## config.mk

```make
export PLATFORM = sky130hd
export DESIGN_NAME = pc_call_stack_flat
export DESIGN_NICKNAME = d
export VERILOG_FILES = /design/src/rtl/cpu_pkg.sv /design/src/rtl/pc_call_stack_if.sv /design/src/rtl/return_stack.sv /design/src/rtl/pc_call_stack.sv /design/src/flat_wrapper.sv
export SDC_FILE = /design/constraint.sdc
export NUM_CORES = 1
export LEC_CHECK = 0
export CAP_MARGIN = 20
export CELL_PAD_IN_SITES_DETAIL_PLACEMENT = 2
export CELL_PAD_IN_SITES_GLOBAL_PLACEMENT = 2
export CORE_UTILIZATION = 36
export CTS_CLUSTER_DIAMETER = 40
export CTS_CLUSTER_SIZE = 16
export DETAILED_ROUTE_END_ITERATION = 10
export HOLD_SLACK_MARGIN = 0.02
export PLACE_DENSITY_LB_ADDON = 0.1
export SYNTH_ARGS = -nofsm -noshare
export SYNTH_HDL_FRONTEND = slang
export SYNTH_HIERARCHICAL = 1
export SYNTH_SLANG_ARGS = --single-unit
```

## constraint.sdc

```tcl
create_clock -name clk -period 2.6 [get_ports clk]
set_input_delay 0.52 -clock clk [delete_from_list [all_inputs] [get_ports clk]]
set_output_delay 0.52 -clock clk [all_outputs]
set_load 0.1 [all_outputs]
```

## src/rtl/cpu_pkg.sv

```systemverilog
`default_nettype none
// ============================================================================
// Module   : cpu_pkg
// Purpose  : Shared PC width, PC type and next-PC operation decode.
// Revision : 1.0
// ============================================================================
package cpu_pkg;

  localparam int ADDR_W = 10;

  typedef logic [ADDR_W-1:0] pc_t;

  typedef enum logic [1:0] {
    SEQ  = 2'd0,
    JUMP = 2'd1,
    CALL = 2'd2,
    RET  = 2'd3
  } pc_op_e;

  // call/ret only act on the non-sequential path; ret wins when both are set
  function automatic pc_op_e decode_op(input logic br, input logic call, input logic ret);
    pc_op_e op;
    op = SEQ;
    if (br && ret)       op = RET;
    else if (br && call) op = CALL;
    else if (br)         op = JUMP;
    return op;
  endfunction

endpackage
`default_nettype wire

```

## src/rtl/pc_call_stack_if.sv

```systemverilog
`default_nettype none
// ============================================================================
// Module   : pc_call_stack_if
// Purpose  : Sequencing controls in, PC and return-stack status out.
// Revision : 1.0
// ============================================================================
interface pc_call_stack_if #(
  parameter int ADDR_W = cpu_pkg::ADDR_W,
  parameter int DEPTH  = 8
);
  logic                     pc_en;
  logic                     mux_pc_branch;
  logic                     call;
  logic                     ret;
  logic [ADDR_W-1:0]        target;
  logic [ADDR_W-1:0]        pc;
  logic [$clog2(DEPTH):0]   depth;
  logic [ADDR_W-1:0]        stack_top;
  logic                     overflow;
  logic                     underflow;

  modport master (
    output pc_en, mux_pc_branch, call, ret, target,
    input  pc, depth, stack_top, overflow, underflow
  );

  modport slave (
    input  pc_en, mux_pc_branch, call, ret, target,
    output pc, depth, stack_top, overflow, underflow
  );
endinterface
`default_nettype wire

```

## src/rtl/return_stack.sv

```systemverilog
`default_nettype none
// ============================================================================
// Module   : return_stack
// Purpose  : DEPTH x ADDR_W LIFO of return addresses; pointer reset only.
// Revision : 1.0
// ============================================================================
module return_stack #(
  parameter int ADDR_W = 10,
  parameter int DEPTH  = 8
) (
  input  wire logic                   clk,
  input  wire logic                   rst,
  input  wire logic                   push,
  input  wire logic                   pop,
  input  wire logic [ADDR_W-1:0]      wdata,
  output logic      [ADDR_W-1:0]      top,
  output logic      [$clog2(DEPTH):0] depth,
  output logic                        full,
  output logic                        empty
);
  localparam int PTR_W = $clog2(DEPTH);

  logic [ADDR_W-1:0] r_mem [DEPTH];
  logic [PTR_W:0]    r_sp;
  logic [PTR_W-1:0]  w_top_idx;
  logic              w_do_push;
  logic              w_do_pop;

  assign full      = (r_sp == (PTR_W+1)'(DEPTH));
  assign empty     = (r_sp == '0);
  assign w_do_pop  = pop && !empty;
  assign w_do_push = push && !pop && !full;
  assign w_top_idx = r_sp[PTR_W-1:0] - 1'b1;
  assign top       = empty ? '0 : r_mem[w_top_idx];
  assign depth     = r_sp;

  always_ff @(posedge clk) begin
    if (rst)            r_sp <= '0;
    else if (w_do_pop)  r_sp <= r_sp - 1'b1;
    else if (w_do_push) r_sp <= r_sp + 1'b1;
  end

  // storage needs no reset: entries above the pointer are never observed
  always_ff @(posedge clk) begin
    if (w_do_push) r_mem[r_sp[PTR_W-1:0]] <= wdata;
  end
endmodule
`default_nettype wire

```

## src/rtl/pc_call_stack.sv

```systemverilog
`default_nettype none
// ============================================================================
// Module   : pc_call_stack
// Purpose  : Program counter with hardware return stack and sticky flags.
// Revision : 1.0
// ============================================================================
module pc_call_stack
  import cpu_pkg::*;
#(
  parameter int                ADDR_W   = cpu_pkg::ADDR_W,
  parameter int                DEPTH    = 8,
  parameter logic [ADDR_W-1:0] RESET_PC = '0
) (
  input wire logic          clk,
  input wire logic          rst,
  pc_call_stack_if.slave    bus
);
  logic [ADDR_W-1:0] r_pc;
  logic              r_overflow;
  logic              r_underflow;
  logic [ADDR_W-1:0] w_pc_inc;
  logic [ADDR_W-1:0] w_pc_nxt;
  logic [ADDR_W-1:0] w_top;
  logic              w_full;
  logic              w_empty;
  logic              w_push;
  logic              w_pop;
  pc_op_e            w_op;

  assign w_op     = decode_op(bus.mux_pc_branch, bus.call, bus.ret);
  assign w_pc_inc = r_pc + 1'b1;
  assign w_push   = bus.pc_en && (w_op == CALL);
  assign w_pop    = bus.pc_en && (w_op == RET);

  return_stack #(
    .ADDR_W (ADDR_W),
    .DEPTH  (DEPTH)
  ) u_stack (
    .clk   (clk),
    .rst   (rst),
    .push  (w_push),
    .pop   (w_pop),
    .wdata (w_pc_inc),
    .top   (w_top),
    .depth (bus.depth),
    .full  (w_full),
    .empty (w_empty)
  );

  always_comb begin
    w_pc_nxt = w_pc_inc;
    unique case (w_op)
      RET:     w_pc_nxt = w_empty ? w_pc_inc : w_top;
      CALL:    w_pc_nxt = bus.target;
      JUMP:    w_pc_nxt = bus.target;
      default: w_pc_nxt = w_pc_inc;
    endcase
  end

  always_ff @(posedge clk) begin
    if (rst) begin
      r_pc        <= RESET_PC;
      r_overflow  <= 1'b0;
      r_underflow <= 1'b0;
    end else if (bus.pc_en) begin
      r_pc <= w_pc_nxt;
      if (w_op == CALL && w_full)  r_overflow  <= 1'b1;
      if (w_op == RET  && w_empty) r_underflow <= 1'b1;
    end
  end

  assign bus.pc        = r_pc;
  assign bus.stack_top = w_top;
  assign bus.overflow  = r_overflow;
  assign bus.underflow = r_underflow;
endmodule
`default_nettype wire

```

## src/flat_wrapper.sv

```systemverilog
// flat-port wrapper written by rule: the top's interface ports become plain ports
module pc_call_stack_flat import cpu_pkg::*;
#(
  parameter int                ADDR_W   = cpu_pkg::ADDR_W,
  parameter int                DEPTH    = 8,
  parameter logic [ADDR_W-1:0] RESET_PC = '0
)
  (clk, rst, bus_pc_en, bus_mux_pc_branch, bus_call, bus_ret, bus_target, bus_pc, bus_depth, bus_stack_top, bus_overflow, bus_underflow);
  pc_call_stack_if #(.ADDR_W(ADDR_W), .DEPTH(DEPTH)) bus_i ();
  input wire logic clk;
  input wire logic rst;
  input wire logic [$bits(bus_i.pc_en)-1:0] bus_pc_en;
  input wire logic [$bits(bus_i.mux_pc_branch)-1:0] bus_mux_pc_branch;
  input wire logic [$bits(bus_i.call)-1:0] bus_call;
  input wire logic [$bits(bus_i.ret)-1:0] bus_ret;
  input wire logic [$bits(bus_i.target)-1:0] bus_target;
  output wire logic [$bits(bus_i.pc)-1:0] bus_pc;
  output wire logic [$bits(bus_i.depth)-1:0] bus_depth;
  output wire logic [$bits(bus_i.stack_top)-1:0] bus_stack_top;
  output wire logic [$bits(bus_i.overflow)-1:0] bus_overflow;
  output wire logic [$bits(bus_i.underflow)-1:0] bus_underflow;
  assign bus_i.pc_en = bus_pc_en;
  assign bus_i.mux_pc_branch = bus_mux_pc_branch;
  assign bus_i.call = bus_call;
  assign bus_i.ret = bus_ret;
  assign bus_i.target = bus_target;
  assign bus_pc = bus_i.pc;
  assign bus_depth = bus_i.depth;
  assign bus_stack_top = bus_i.stack_top;
  assign bus_overflow = bus_i.overflow;
  assign bus_underflow = bus_i.underflow;
  pc_call_stack #(.ADDR_W(ADDR_W), .DEPTH(DEPTH), .RESET_PC(RESET_PC)) u_core (.clk(clk), .rst(rst), .bus(bus_i));
endmodule
```

Sizing map:
Drawn at 2 px/µm.
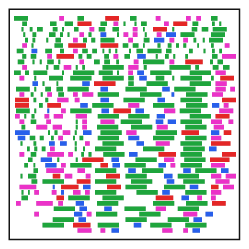
legend:
  magenta:
    size: _3 and _4 cells
    cells: 102
    share: 23%
    most_used: buf_4
  blue:
    size: _2 cells
    cells: 58
    share: 13%
    most_used: mux2_2
  red:
    size: _6 and larger
    cells: 34
    share: 7.7%
    most_used: buf_12
  green:
    size: _0 and _1 cells
    cells: 248
    share: 56%
    most_used: edfxtp_1
post-route setup slack: -31.5 ps
final instance area: 6360 µm²
area added between synthesis and finish: 40.0%
count of non-CTS buffers in the layout: 95

Wiring heat map:
Drawn at 3 px/µm. The die is cut into 23 by 23 equal tiles; dark purple is low, yellow is high, scaled to the fullest tile. Values are wire area over tile area, all layers added.
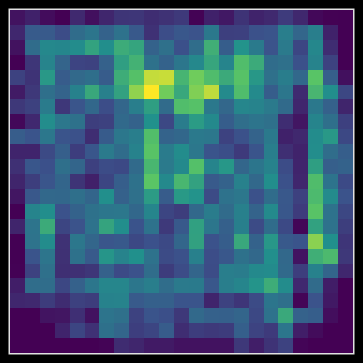
nearly empty tiles: 6.6%
fullest tile: 0.52
emptiest ninth of the die: bottom left

Close-up of the layout:
Window x 32 to 82, y 55 to 105 µm. Cells in gray, sequential cells in the stronger gray; small squares are vias.
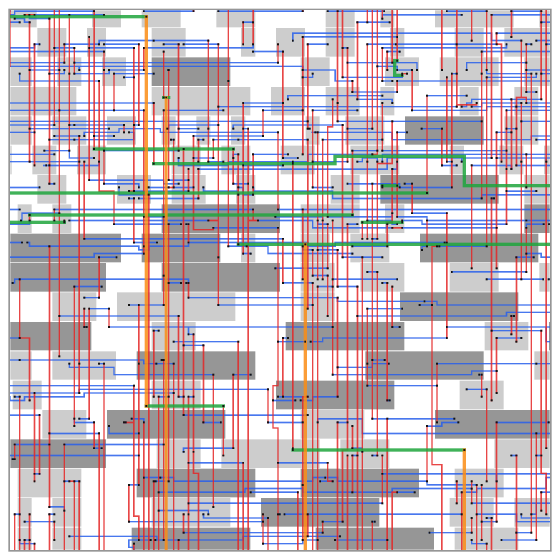
legend:
  blue:
    layer: metal 1
  green:
    layer: metal 3
  orange:
    layer: metal 4
  red:
    layer: metal 2
sequential cells in the window: 23
netlist names of flops here include: `u_core/u_stack/r_mem` (20), `u_core/bus.pc` (3)
cells with their middle in the window: 115
most frequent: edfxtp_1 (20), buf_4 (18), mux2_2 (8)

==> Flow_metrics.wiki <==
== Run summary ==
{| class="wikitable"
! Metric !! Value
|-
| Total power density per cell area || 739 nW/µm²
|-
| FMAX || 380 MHz
|-
| Number of DRC violations after detailed routing || 0
|-
| Reg2reg end || u_core/bus.pc[6]$_SDFFE_PP0P_
|-
| Total die size || 13100 µm²
|-
| Proportion of synthesized flip-flops having asynchronous set or reset || 0
|-
| Master of the slowest instance on the critical path || dfxtp_4
|-
| Tally of unique sky130hd cells used after synthesis || 50
|-
| Hold EP || u_core/bus.overflow$_SDFFE_PP0P_
|-
| Fraction of power consumed by sequential logic || 0.370
|-
| GR Overflow Total || 0
|-
| Cells in synth_stat.txt || 349
|-
| Relative contribution of combinational cells to total power || 0.332
|-
| Switching power summed over all nets || 0.00154 W
|-
| Compound-cell area share of the yosys netlist || 0.103
|-
| Chip Height || 114 µm
|-
| Nets@finish || 459
|-
| Worst reg-to-reg path cell count || 12
|-
| Number of buffers on the longest clock path || 2
|-
| Peak supply drop || 0.405 mV
|-
| Remaining max-slew budget at the tightest pin || 0.465
|-
| Detailed placement HPWL || 9.36 mm
|-
| Vias in the first global route || 3492
|-
| Final Cycle Share || 1.01
|-
| Top-area cell type share of the netlist area || 0.529
|-
| Flip-flop and latch count after synthesis || 96
|-
| Data required time of the critical path || 2080 ps
|-
| Critical-path cell list || inv_8, ha_4, buf_12, mux2_2, o22ai_2, buf_4, nor3_4, buf_12
|-
| Number of synthesized flops with an enable pin || 80
|-
| Port-buffer cells || 41
|-
| Post-DRT Antenna Nets || 0
|-
| Layout cells sized above 1 || 0.439
|-
| Unrepaired setup endpoints after global routing || yes
|-
| Most frequently placed logic cells in the final layout || 80 x edfxtp_1, 58 x buf_4, 29 x mux2_2
|-
| Area of the mapped netlist || 4540 µm²
|-
| Sw Share || 0.327
|-
| Most frequent standard cell in the layout excluding fill and tap cells || edfxtp_1
|-
| Number of antenna cells inserted || 0
|-
| Mean number of vias per cell || 5.25
|-
| Cts bufs inserted || 9
|-
| Most frequently used flop master after synthesis || edfxtp_1
|-
| Core Area || 12200 µm²
|-
| Synth Instances || 349
|-
| Worst min-delay path startpoint || u_core/bus.overflow$_SDFFE_PP0P_
|-
| Die x size || 114 µm
|-
| Ports placed on the boundary || 42
|-
| Chip Area, Yosys || 4540 µm²
|-
| Main logic family after synthesis || simple AND/OR/NAND/NOR gates
|-
| Slowest Stage Delay on Critical Path || 380 ps
|-
| XOR/XNOR Fraction of Synth Area || 0.0267
|-
| Synthesized area per cell || 13.0 µm²
|-
| Violation tally from detailed-route iteration zero || 151
|-
| Most common cell in the synthesized netlist || edfxtp_1
|-
| Worst-path maximum fanout || 9
|-
| Antenna violations before repair || 0
|-
| Global-route usage over all layers || 0.223
|-
| Critical Path AT || 2110 ps
|-
| Area post-placement || 5590 µm²
|-
| Final estimated routing congestion in global placement || 0.759
|-
| Wire length of the first global-routing pass || 20.8 mm
|-
| Yosys top cell by area || edfxtp_1
|-
| Clock network fraction of total power || 0.298
|-
| Seq/Total Area, Yosys || 0.599
|-
| Final hold violation count || 0
|-
| Most area-consuming cells after synthesis || edfxtp_1 53%, mux2_2 10%, dfxtp_1 7.1%
|-
| Clk latency late pin || 350 ps
|-
| Area share of fa/ha/maj cells after synthesis || 0.0138
|-
| Leak Pwr || 2.24 nW
|-
| Maximum number of pins on one net before global-route repair || 22
|-
| Wirelength per Cell || 22.7 µm
|-
| Type of destination of the critical path || output pin
|-
| Sum of negative setup slack || -146 ps
|-
| Syn_nets || 370
|-
| Router iterations before antenna repair || 4
|-
| Clock Skews || 7.78 ps
|-
| Tally of filler cells in the layout || 1180
|-
| Library cell appearing most often on the critical path || buf_12
|-
| R2R Path Start || u_core/u_stack/depth[0]$_SDFFE_PP0P_
|-
| Max-capacitance violation count || 0
|-
| Element type at the critical path start || flop
|-
| Clock transition at the registers of the reported paths || 70 ps
|-
| Sink Count || 96
|-
| Commonest cells post-synth || 80 x edfxtp_1, 41 x mux2_2, 23 x nor2_1
|-
| Final setup vio count || 8
|-
| Violated checks || negative setup slack
|-
| TritonCTS clock tree || yes
|-
| Post-route setup slack || -31.5 ps
|-
| Pint || 0.00316 W
|-
| Actual slew at the worst max-slew pin || 797 ps
|-
| Total count of max-transition violations in the final report || 0
|-
| OpenROAD warnings || 30
|-
| Kind of path behind the tightest hold check || flop to flop
|-
| Vias || 3203
|-
| Area fraction in and, or, nand and nor cells after synthesis || 0.115
|-
| Critical Setup Path Class || flop to output pin
|-
| Status || finished with violations
|-
| MUX area fraction || 0.108
|-
| Routed Wire Length || 13.8 mm
|-
| Root buffer cell || clkbuf_16
|-
| Depth of the worst hold-timing path || 2
|-
| Register-to-register path setup slack || -30 ps
|-
| Synth warnings || 6
|-
| Post-layout minimum cycle time || 2630 ps
|-
| Number of levels in the clock H-tree || 3
|-
| Fraction of the core area occupied by cells at floorplan || 0.374
|}
Floorplan with the power grid:
Drawn at 4 px/µm. Pins as bars on the die edge.
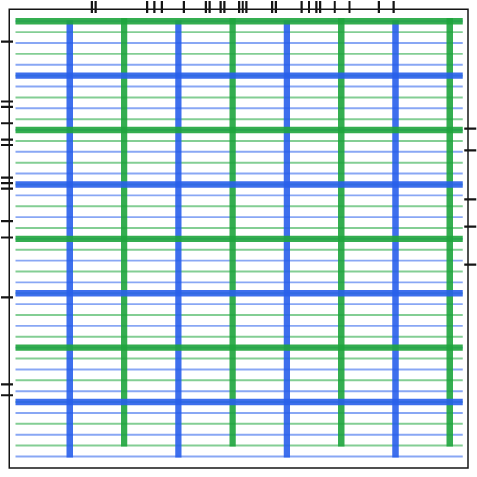
legend:
  green:
    net: VDD
  blue:
    net: VSS
rows: 40
signal pins: 42
met1 rails: 41

Placement view:
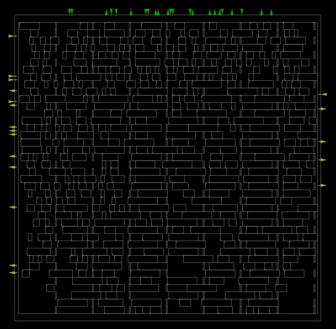
utilization after layout: 0.523
placement row count: 40
tap cell instance count: 168
proportion of cell area occupied by registers: 0.430
fin cells: 610

state kept, by name, summed over array words and instances, names as in the netlist:
register,count
u_core/bus.pc,10
u_core/bus.underflow,1
u_core/u_stack/r_mem,80
u_core/bus.overflow,1
u_core/u_stack/depth,4
worst max-delay path, delay by kind of cell, from the launching register on:
kind	cells	cell delay [ps]
AND/OR/NAND/NOR	1	240
adder cells (fa/ha/maj)	1	270
multiplexers	1	230
AND-OR/OR-AND	1	70
flip-flops	1	380
buffers and inverters	4	570
routing by layer:
layer	share of wire	track usage	vias up
met5	0	0	-
met4	0.019	0.0632	0
met3	0.031	0.0424	16
met2	0.52	0.397	56
met1	0.43	0.274	1633
li1	-	-	1498
worst max path at each step:
| stage | startpoint | end | slack (ps) | cells past startpoint |
|---|---|---|---|---|
| floorplan | u_core/u_stack/depth[0]$_SDFFE_PP0P_ | u_core/bus.pc[6]$_SDFFE_PP0P_ | -360 | 11 |
| global placement | bus_call | u_core/u_stack/r_mem[0][2]$_DFFE_PP_ | -100 | 10 |
| detailed placement | bus_call | u_core/u_stack/r_mem[0][2]$_DFFE_PP_ | -140 | 10 |
| CTS | u_core/u_stack/depth[0]$_SDFFE_PP0P_ | bus_stack_top[8] | -60 | 7 |
| global route | u_core/u_stack/depth[0]$_SDFFE_PP0P_ | u_core/bus.pc[6]$_SDFFE_PP0P_ | -110 | 12 |
| finish | u_core/u_stack/depth[0]$_SDFFE_PP0P_ | bus_stack_top[2] | -30 | 8 |
cell type report:
type                    count  area (µm²)  area share
flip-flops and latches     96        2740       0.430
inverters                  14        60.1     0.00944
multi-input cells         222        2030       0.320
repair buffers             95        1010       0.159
clock inverters             6        85.1      0.0134
clock buffers               9         225      0.0354
well taps                 168         210      0.0331
repair_timing:
action                     4_1_cts  5_1_grt
cloned                           2        1
hold buffers                     0        0
pin swaps                        8        6
hold endpoints to repair         0        0
buffers inserted                 8        7
setup endpoints to repair       10       21
gates resized                   39        9
cell families after synthesis:
kind of cell | count (synthesis)
AND/OR/NAND/NOR | 92
XOR/XNOR | 13
adder cells (fa/ha/maj) | 5
AND-OR/OR-AND | 68
multiplexers | 44
buffers and inverters | 31
flip-flops | 96
stage by stage:
stage / total power [W] / utilization / hold WS, ps / cells / setup slack (ps)
after floorplan: 0.00266 / - / 583 / 349 / -361
after global placement: 0.00306 / 0.460 / 456 / 577 / -100
after detailed placement: 0.00308 / 0.460 / 466 / 577 / -138
after CTS: 0.00468 / 0.514 / 489 / 602 / -64.7
after global routing: 0.00485 / 0.523 / 513 / 610 / -113
final: 0.00470 / 0.523 / 483 / 610 / -31.5
power by group through the flow:
stage | sequential [W] | clock [W] | combinational (W)
after floorplan | 0.00187 | 0 | 0.000780
after global placement | 0.00177 | 0 | 0.00129
after detailed placement | 0.00177 | 0 | 0.00131
after CTS | 0.00174 | 0.00144 | 0.00150
after global routing | 0.00174 | 0.00148 | 0.00163
final | 0.00174 | 0.00140 | 0.00156
Power figures rest on the tool's default switching activity, not on a simulated workload.
